File: config.mk
export PLATFORM = sky130hd
export DESIGN_NAME = fir_out_requant
export DESIGN_NICKNAME = d
export VERILOG_FILES = /design/src/rtl/fir_out_requant.sv
export SDC_FILE = /design/constraint.sdc
export NUM_CORES = 1
export LEC_CHECK = 0
export ABC_CLOCK_PERIOD_IN_PS = 4480
export CAP_MARGIN = 30
export CORE_ASPECT_RATIO = 0.75
export CORE_MARGIN = 2
export CORE_UTILIZATION = 50
export CTS_CLUSTER_SIZE = 30
export DETAILED_ROUTE_END_ITERATION = 10
export HOLD_SLACK_MARGIN = 0.02
export PLACE_DENSITY = 0.8
export SYNTH_ARGS = -nofsm -noshare
export SYNTH_HDL_FRONTEND = slang
export SYNTH_SLANG_ARGS = --single-unit
File: constraint.sdc
create_clock -name clk -period 4.48 [get_ports clk]
set_input_delay 0.896 -clock clk [delete_from_list [all_inputs] [get_ports clk]]
set_output_delay 0.896 -clock clk [all_outputs]
set_load 0.02 [all_outputs]
File: src/rtl/fir_out_requant.sv
// Requantizes signed FIR results (round half up, shift 0..3) into an OUT_W-bit output FIFO.
// Optional clamping with sticky sat_flag when FIR_OUT_SAT_EN is defined; otherwise wrap-around.
module fir_out_requant #(
    parameter int IN_W  = 11,
    parameter int OUT_W = 8,
    parameter int DEPTH = 4
) (
    input  logic                     clk,
    input  logic                     reset,
    input  logic [IN_W-1:0]          s_axis_tdata,
    input  logic                     s_axis_tvalid,
    output logic                     s_axis_tready,
    input  logic [1:0]               shift_sel,
    output logic [OUT_W-1:0]         m_axis_tdata,
    output logic                     m_axis_tvalid,
    input  logic                     m_axis_tready,
    output logic [$clog2(DEPTH):0]   fifo_count,
    output logic                     sat_flag,
    input  logic                     sat_clr
);

    localparam int AW = $clog2(DEPTH);
    localparam int CW = AW + 1;
    localparam logic [CW-1:0] DEPTH_C = CW'(DEPTH);

    logic [OUT_W-1:0]       mem [DEPTH];
    logic [AW-1:0]          wr_ptr, rd_ptr, rd_ptr_inc;
    logic [CW-1:0]          count, count_next;
    logic                   push, pop;

    logic signed [IN_W:0]   ext, rnd, sum, shifted;
    logic [OUT_W-1:0]       req_val;
    logic                   clip;

    // One extra bit of headroom keeps the rounding add from overflowing.
    always_comb begin
        ext = {s_axis_tdata[IN_W-1], s_axis_tdata};
        rnd = '0;
        case (shift_sel)
            2'd1:    rnd[0] = 1'b1;
            2'd2:    rnd[1] = 1'b1;
            2'd3:    rnd[2] = 1'b1;
            default: rnd = '0;
        endcase
        sum     = ext + rnd;
        shifted = sum >>> shift_sel;
    end

`ifdef FIR_OUT_SAT_EN
    localparam logic signed [IN_W:0] MAX_V = {{(IN_W-OUT_W+2){1'b0}}, {(OUT_W-1){1'b1}}};
    localparam logic signed [IN_W:0] MIN_V = {{(IN_W-OUT_W+2){1'b1}}, {(OUT_W-1){1'b0}}};

    always_comb begin
        clip    = 1'b0;
        req_val = shifted[OUT_W-1:0];
        if (shifted > MAX_V) begin
            clip    = 1'b1;
            req_val = MAX_V[OUT_W-1:0];
        end else if (shifted < MIN_V) begin
            clip    = 1'b1;
            req_val = MIN_V[OUT_W-1:0];
        end
    end

    always_ff @(posedge clk) begin
        if (reset)
            sat_flag <= 1'b0;
        else if (push && clip)
            sat_flag <= 1'b1;
        else if (sat_clr)
            sat_flag <= 1'b0;
    end
`else
    logic unused_sat;

    assign clip       = 1'b0;
    assign req_val    = shifted[OUT_W-1:0];
    assign sat_flag   = 1'b0;
    assign unused_sat = ^{sat_clr, clip, shifted[IN_W:OUT_W]};
`endif

    assign s_axis_tready = (count < DEPTH_C);
    assign m_axis_tvalid = (count != '0);
    assign fifo_count    = count;
    assign push          = s_axis_tvalid && s_axis_tready;
    assign pop           = m_axis_tvalid && m_axis_tready;
    assign rd_ptr_inc    = rd_ptr + AW'(1);

    always_comb begin
        count_next = count;
        case ({push, pop})
            2'b10:   count_next = count + CW'(1);
            2'b01:   count_next = count - CW'(1);
            default: count_next = count;
        endcase
    end

    always_ff @(posedge clk) begin
        if (push)
            mem[wr_ptr] <= req_val;
    end

    // m_axis_tdata is a registered copy of the head; it only moves when the head changes.
    always_ff @(posedge clk) begin
        if (reset) begin
            wr_ptr       <= '0;
            rd_ptr       <= '0;
            count        <= '0;
            m_axis_tdata <= '0;
        end else begin
            count <= count_next;
            if (push)
                wr_ptr <= wr_ptr + AW'(1);
            if (pop)
                rd_ptr <= rd_ptr_inc;
            if ((pop || push) && (count_next != '0)) begin
                if ((count == '0) || (pop && (count == CW'(1))))
                    m_axis_tdata <= req_val;
                else if (pop)
                    m_axis_tdata <= mem[rd_ptr_inc];
            end
        end
    end

endmodule

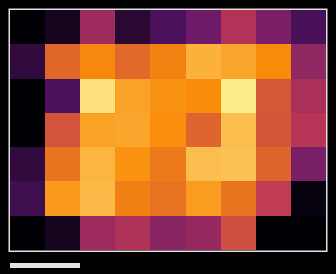
run_1/cell_density.png
Scale bar: 20 um. 9 x 7 tiles, from black (low) to pale yellow (high), 0 to 100% covered.
- mean over tiles: 51%
- tiles over 75% full: 29%
- densest ninth of the die: centre
- nearly empty tiles: 9.5%
- fullest tile: 96%
Starting Density: 51.92%
Util after Layout: 60.33%
core area: 5353 um2

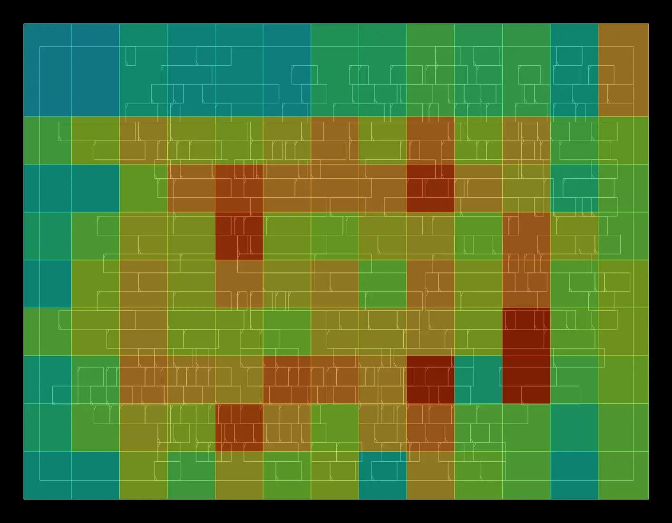
run_1/congestion.png
met2 Use GR: 30.36%
routing usage on met3: 4.130%
GRT Max-Usage Layer: met2

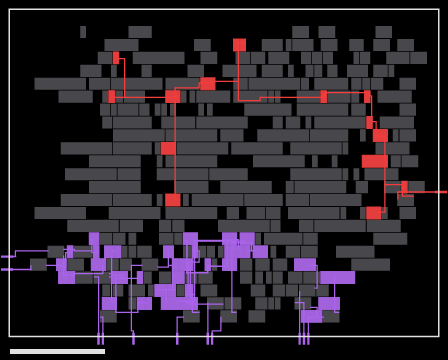
run_1/io_fan.png
Scale bar: 20 um.
- purple: `s_axis_tdata` (bits 11; direction input; end cells 36; buffers 11; wire 325 um)
- red: `reset` (bits 1; direction input; end cells 15; buffers 1; wire 155 um)

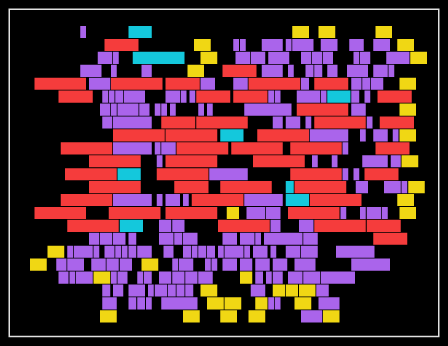
run_1/placement_by_type.png
- red: flops (cells 47)
- purple: combinational and other logic (cells 186)
- yellow: other buffers and delay cells (cells 34)
- cyan: clock drivers and dummy loads (cells 8)
# rows: 23
final non-filler cell area: 3229 um2
Seq/total area: 39.05%

## run 1: how the worst min path moves through the flow
stage,cells past startpoint,end
3_3_place_gp,1,m_axis_tdata[1]
3_5_place_dp,2,m_axis_tdata[2]
2_1_floorplan,2,wr_ptr[0]
5_1_grt,2,m_axis_tdata[2]
6_report,2,m_axis_tdata[2]
4_1_cts,2,m_axis_tdata[2]
## run 1: area by class of cell
cell class	instances	area share, %
clock buffer	6	2.557
timing repair buffer	34	10.15
inverter	10	1.162
sequential	47	39.05
clock inverter	2	1.085
tap	75	2.906
multi-input combinational	176	43.08
## run 1: critical path, stage by stage
cell and delay (ps):
clkdlybuf4s50_1 500, inv_1 110, nor2_1 80, ha_1 240
fa_1 470, a31o_2 290, a31oi_1 280, nor4b_1 120
o32ai_1 520, nand2_1 100, a311oi_1 260
==> flow_metrics.py, run 1 <==
# Physical implementation metrics
metrics = {
    "pwr": {
        "pg_clk_uw": 326,
        "seqPwrFrac_pct": 37.7,
        "internal_power_uw": 1033,
        "vdd_drop_max_mv": 0.1909,
        "p_sw_uw": 605.4,
        "powerSeq_uw": 617,
        "p_leak_uw": 0.001152,
        "pwr-share-clk_pct": 19.9,
        "p_per_area_nw_per_um2": 507.4,
    },
    "finish": {
        "fin_cells": 350,
        "layout-drive-gt1-share_pct": 13.45,
        "layout_top_cell": "edfxtp_1",
        "final_nets": 304,
        "regArea_um2": 1261,
        "lay_top_cells": "edfxtp_1 (32), clkdlybuf4s50_1 (29), nor2_1 (25)",
        "fillers": 455,
        "antenna_cells": 0,
        "comb_area_um2": 1391,
        "top_register": "mem",
    },
    "yosys": {
        "synthTopCellsByCount": "edfxtp_1 (32), nor2_1 (25), nand2_1 (24)",
        "aoi_share_pct": 15.85,
        "syn-mean-instance-area_um2": 11.16,
        "ys_sh_xor_pct": 3.152,
        "syn-cell-area_um2": 2779,
        "netlist_instances": 249,
        "synth_nets": 279,
        "simple_gate_share_pct": 15.31,
        "ys.flop_type": "edfxtp_1",
        "synth_top_area_share_pct": 34.58,
        "yosys_register_bits": 47,
        "mux_area_share_pct": 9.950,
        "synth-async-reset-ratio_pct": 0,
        "topCombFamilyByArea": "AND-OR/OR-AND gates",
        "fa_ha_area_share_pct": 5.673,
        "top_area_cell": "edfxtp_1",
        "ys_seq_share_pct": 45.38,
        "enable_flop_cells": 32,
    },
    "placed_design": {
        "hpwl_um": 4284,
        "post-place-ws_ps": 529.9,
        "io_buffers": 29,
        "placed_cell_area_um2": 3112,
    },
    "drt": {
        "first_iter_violations": 168,
        "dr_wl_met2_um": 2570,
        "ant_nets": 0,
        "highest_layer": "met4",
        "wl_met3_um": 367,
        "route.detailed.drc": 0,
        "wl_met1_um": 2706,
        "vias": 2027,
    },
    "sta": {
        "max_freq_mhz": 272.9,
        "worstMarginPinSlew_ps": 618.1,
        "period_used_pct": 81.80,
        "setup_violations": 0,
        "hold_ws_ps": 497.3,
        "setup_slack_ps": 815.4,
        "max_slew_margin_pct": 58.74,
        "drv_slew": 0,
        "finalHoldViolations": 0,
    },
    "critical_path": {
        "crit_end": "m_axis_tdata[5]",
        "cp-end-kind": "flop",
        "arrival_ps": 3880,
        "regToRegEndpoint": "m_axis_tdata[6]",
        "r2r_cells": 8,
        "worstReg2RegStart": "fifo_count[1]",
        "worst-path-max-fanout": 7,
        "crit_required_ps": 4700,
        "crit_start": "shift_sel[0]",
        "cp-start-kind": "primary input",
    },
    "grt": {
        "first_global_vias": 1859,
        "grt_pass1_wl_um": 9328,
        "grt_overflow": 0,
        "track_usage_pct": 19.59,
        "antenna_found_initial": 0,
    },
    "clock_network": {
        "post_cts_resized": 0,
        "cts_buffers": 5,
        "cts_tree": "done",
        "holdBufCountCts": 0,
        "cts_max_path_buffers": 2,
        "clock_sinks": 47,
        "clkSlewWorstSetupHoldPaths_ps": 90,
        "htreeDepth": 2,
    },
    "floorplan": {
        "die_w_um": 90.09,
        "die_h_um": 68.56,
    },
    "job": {
        "warnings": 33,
        "maxCapViolCount": 0,
    },
    "worst_hold_path": {
        "hold_path.class": "flop to flop",
    },
    "run_status": {
        "outcome": "complete, no violations",
    },
}
--- run 2 (diff from run 1) ---
--- a/config.mk
+++ b/config.mk
@@ -5,7 +5,7 @@
 export SDC_FILE = /design/constraint.sdc
 export NUM_CORES = 1
 export LEC_CHECK = 0
-export ABC_CLOCK_PERIOD_IN_PS = 4480
+export ABC_CLOCK_PERIOD_IN_PS = 3700
 export CAP_MARGIN = 30
 export CORE_ASPECT_RATIO = 0.75
 export CORE_MARGIN = 2
==> constraint.sdc (replaced) <==
create_clock -name clk -period 3.7 [get_ports clk]
set_input_delay 0.74 -clock clk [delete_from_list [all_inputs] [get_ports clk]]
set_output_delay 0.74 -clock clk [all_outputs]
set_load 0.02 [all_outputs]
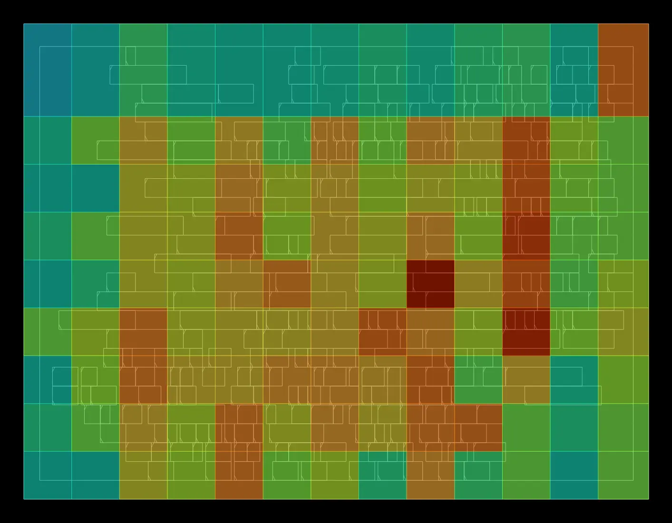
run_2/congestion.png
per-cell routed wire length: 16.14 um
Util after Layout: 61.59%

==> flow_metrics.py, run 2 <==
# Physical implementation metrics
metrics = {
    "finish": {
        "lay_top_cells": "edfxtp_1 (32), clkdlybuf4s50_1 (29), nor2_1 (25)",
        "seq_share_pct": 38.25,
        "final-clk-cell-share_pct": 4.023,
        "largest_cell_class": "logic gates",
        "antenna_cells": 0,
        "nClkBuffers": 6,
        "finalInstanceArea_um2": 3297,
        "layout_top_cell": "edfxtp_1",
        "fin_cells": 357,
        "final-nonclk-buf-share_pct": 11.54,
        "layout-drive-gt1-share_pct": 15.25,
        "n_sequential_cell": 47,
        "fillers": 435,
        "final_nets": 311,
        "multiInputCombCellCount": 176,
        "comb_area_um2": 1391,
        "largest_register_ff_count": 32,
        "top_register": "mem",
        "n_all_inverters": 10,
        "n_all_buffers": 41,
        "regArea_um2": 1261,
        "syn_to_final_growth_pct": 18.64,
        "comb_area_share_pct": 42.20,
    },
    "pwr": {
        "pg_clk_uw": 441,
        "power.group.top": "combinational cells",
        "p_per_area_nw_per_um2": 616.6,
        "pwr-share-clk_pct": 21.7,
        "powerComb_uw": 847,
        "power.total_uw": 2033,
        "seqPwrFrac_pct": 36.6,
        "combPwrFrac_pct": 41.7,
        "p_leak_uw": 0.001191,
        "internal_power_uw": 1306,
        "vdd_drop_max_mv": 0.2769,
        "p_sw_share_pct": 35.73,
        "p_sw_uw": 726.4,
        "powerSeq_uw": 745,
    },
    "drt": {
        "first_iter_violations": 176,
        "vias": 2049,
        "route.detailed.drc": 0,
        "dr.pass1.iters": 4,
        "routed_via_density": 5.739,
        "ant_nets": 0,
        "totalWireLength_um": 5761,
    },
    "sta": {
        "period_used_pct": 92.84,
        "drv_slew": 0,
        "hold_ws_ps": 502.3,
        "setup_violations": 0,
        "worstMarginPinSlew_ps": 620.1,
        "finalCriticalPeriod_ps": 3435,
        "skew_ps": 8.854,
        "max_slew_margin_pct": 58.51,
        "rsz0062_at_grt": "no",
        "max_freq_mhz": 291.1,
        "setup_slack_ps": 264.8,
        "setup_tns_ps": 0,
        "finalHoldViolations": 0,
    },
    "placed_design": {
        "post-place-ws_ps": 4.859,
        "placed_cell_area_um2": 3164,
        "io_buffers": 29,
        "dp.cells": 349,
        "globalplace.congestion": 0.8903,
        "hpwl_um": 4243,
    },
    "floorplan": {
        "placementRows": 23,
        "n_tap_cell": 75,
        "die_area_um2": 6176,
        "ioPinCount": 32,
        "die_w_um": 90.09,
        "coreArea_um2": 5353,
        "initial_core_util_pct": 51.92,
        "die_h_um": 68.56,
    },
    "critical_path": {
        "crit_required_ps": 3910,
        "path_buffers": 3,
        "crit_start": "shift_sel[0]",
        "rrSetupSlack_ps": 1240,
        "path_cells": "clkdlybuf4s50_1, buf_4, nand2_1, inv_1, ha_1, nand3_2, a211oi_1, mux2_2, o211ai_1, nand2_1, a311oi_1",
        "worstReg2RegStart": "fifo_count[1]",
        "cp.depth": 11,
        "worst-path-max-fanout": 9,
        "cp_slowest_cell": "ha_1",
        "critPathKind": "primary input to flop",
        "slowest_delay_ps": 480,
        "r2r_cells": 8,
        "cp-end-kind": "flop",
        "crit_end": "m_axis_tdata[7]",
        "critPathTopFamily": "AND-OR/OR-AND gates",
        "crit_top_cell": "nand2_1",
        "regToRegEndpoint": "m_axis_tdata[1]",
        "cp-start-kind": "primary input",
        "arrival_ps": 3650,
    },
    "clock_network": {
        "htreeDepth": 2,
        "postCtsSetupBuffers": 0,
        "cts_root_buffer": "clkbuf_8",
        "clock_sinks": 47,
        "cts_buffers": 5,
        "cts_max_path_buffers": 2,
        "clkSlewWorstSetupHoldPaths_ps": 90,
        "post_cts_resized": 0,
        "cts_tree": "done",
        "clk_latency_ps": 300,
        "holdBufCountCts": 0,
    },
    "job": {
        "warnings": 33,
        "maxCapViolCount": 0,
    },
    "grt": {
        "grt_overflow": 0,
        "grt_start_max_net_pins": 17,
        "track_usage_pct": 19.96,
        "antenna_found_initial": 0,
        "first_global_vias": 1897,
        "grt_pass1_wl_um": 9515,
    },
    "worst_hold_path": {
        "holdPathStages": 2,
        "worstHoldStart": "m_axis_tdata[2]",
        "hold-path-endpoint": "m_axis_tdata[2]",
        "hold_path.class": "flop to flop",
    },
    "yosys": {
        "synth-async-reset-ratio_pct": 0,
        "yosys_warnings": 0,
        "syn-mean-instance-area_um2": 11.16,
        "synth_top_area_share_pct": 34.58,
        "ys_cells": 249,
        "yosys-top-cells-area": "edfxtp_1 (35%), dfxtp_1 (11%), mux4_2 (7.3%)",
        "synthTopCellsByCount": "edfxtp_1 (32), nor2_1 (25), nand2_1 (24)",
        "synth_nets": 279,
        "ys_seq_share_pct": 45.38,
        "top_area_cell": "edfxtp_1",
        "enable_flop_cells": 32,
        "yosysChipArea_um2": 2779,
        "ys_types": 61,
        "netlist_instances": 249,
        "top_cell": "edfxtp_1",
        "yosys_register_bits": 47,
        "syn-cell-area_um2": 2779,
        "ys.flop_type": "edfxtp_1",
    },
    "run_status": {
        "outcome": "complete, no violations",
    },
}
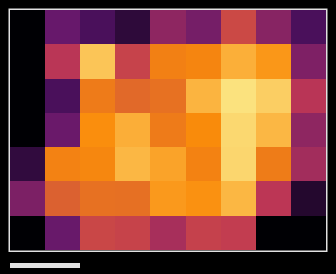
run_2/cell_density.png
Scale bar: 20 um. 9 x 7 tiles, from black (low) to pale yellow (high), 0 to 100% covered.
- mean over tiles: 52%
- fullest tile: 94%
- emptiest ninth of the die: north-west
- tiles over 75% full: 25%

run 2: logic make-up (layout without fill, tap and decap cells):
kind of cell | after synthesis | in the layout | synth area share (%)
AND/OR/NAND/NOR | 82 | 82 | 15.31
AND-OR/OR-AND | 55 | 55 | 15.85
flip-flops | 47 | 47 | 45.38
buffers and inverters | 26 | 59 | 4.547
multiplexers | 16 | 16 | 9.950
adder cells (fa/ha/maj) | 12 | 12 | 5.673
XOR/XNOR | 10 | 10 | 3.152
other | 1 | 1 | 0.1349
run 2: metal layers:
metal	vias up	wire length [um]	track usage (%)
li1	988	-	-
met4	0	74	6.731
met1	997	2757	28.17
met5	-	0	0
met2	58	2632	32.24
met3	6	296	3.152
Power is estimated from default activity; no workload was simulated.
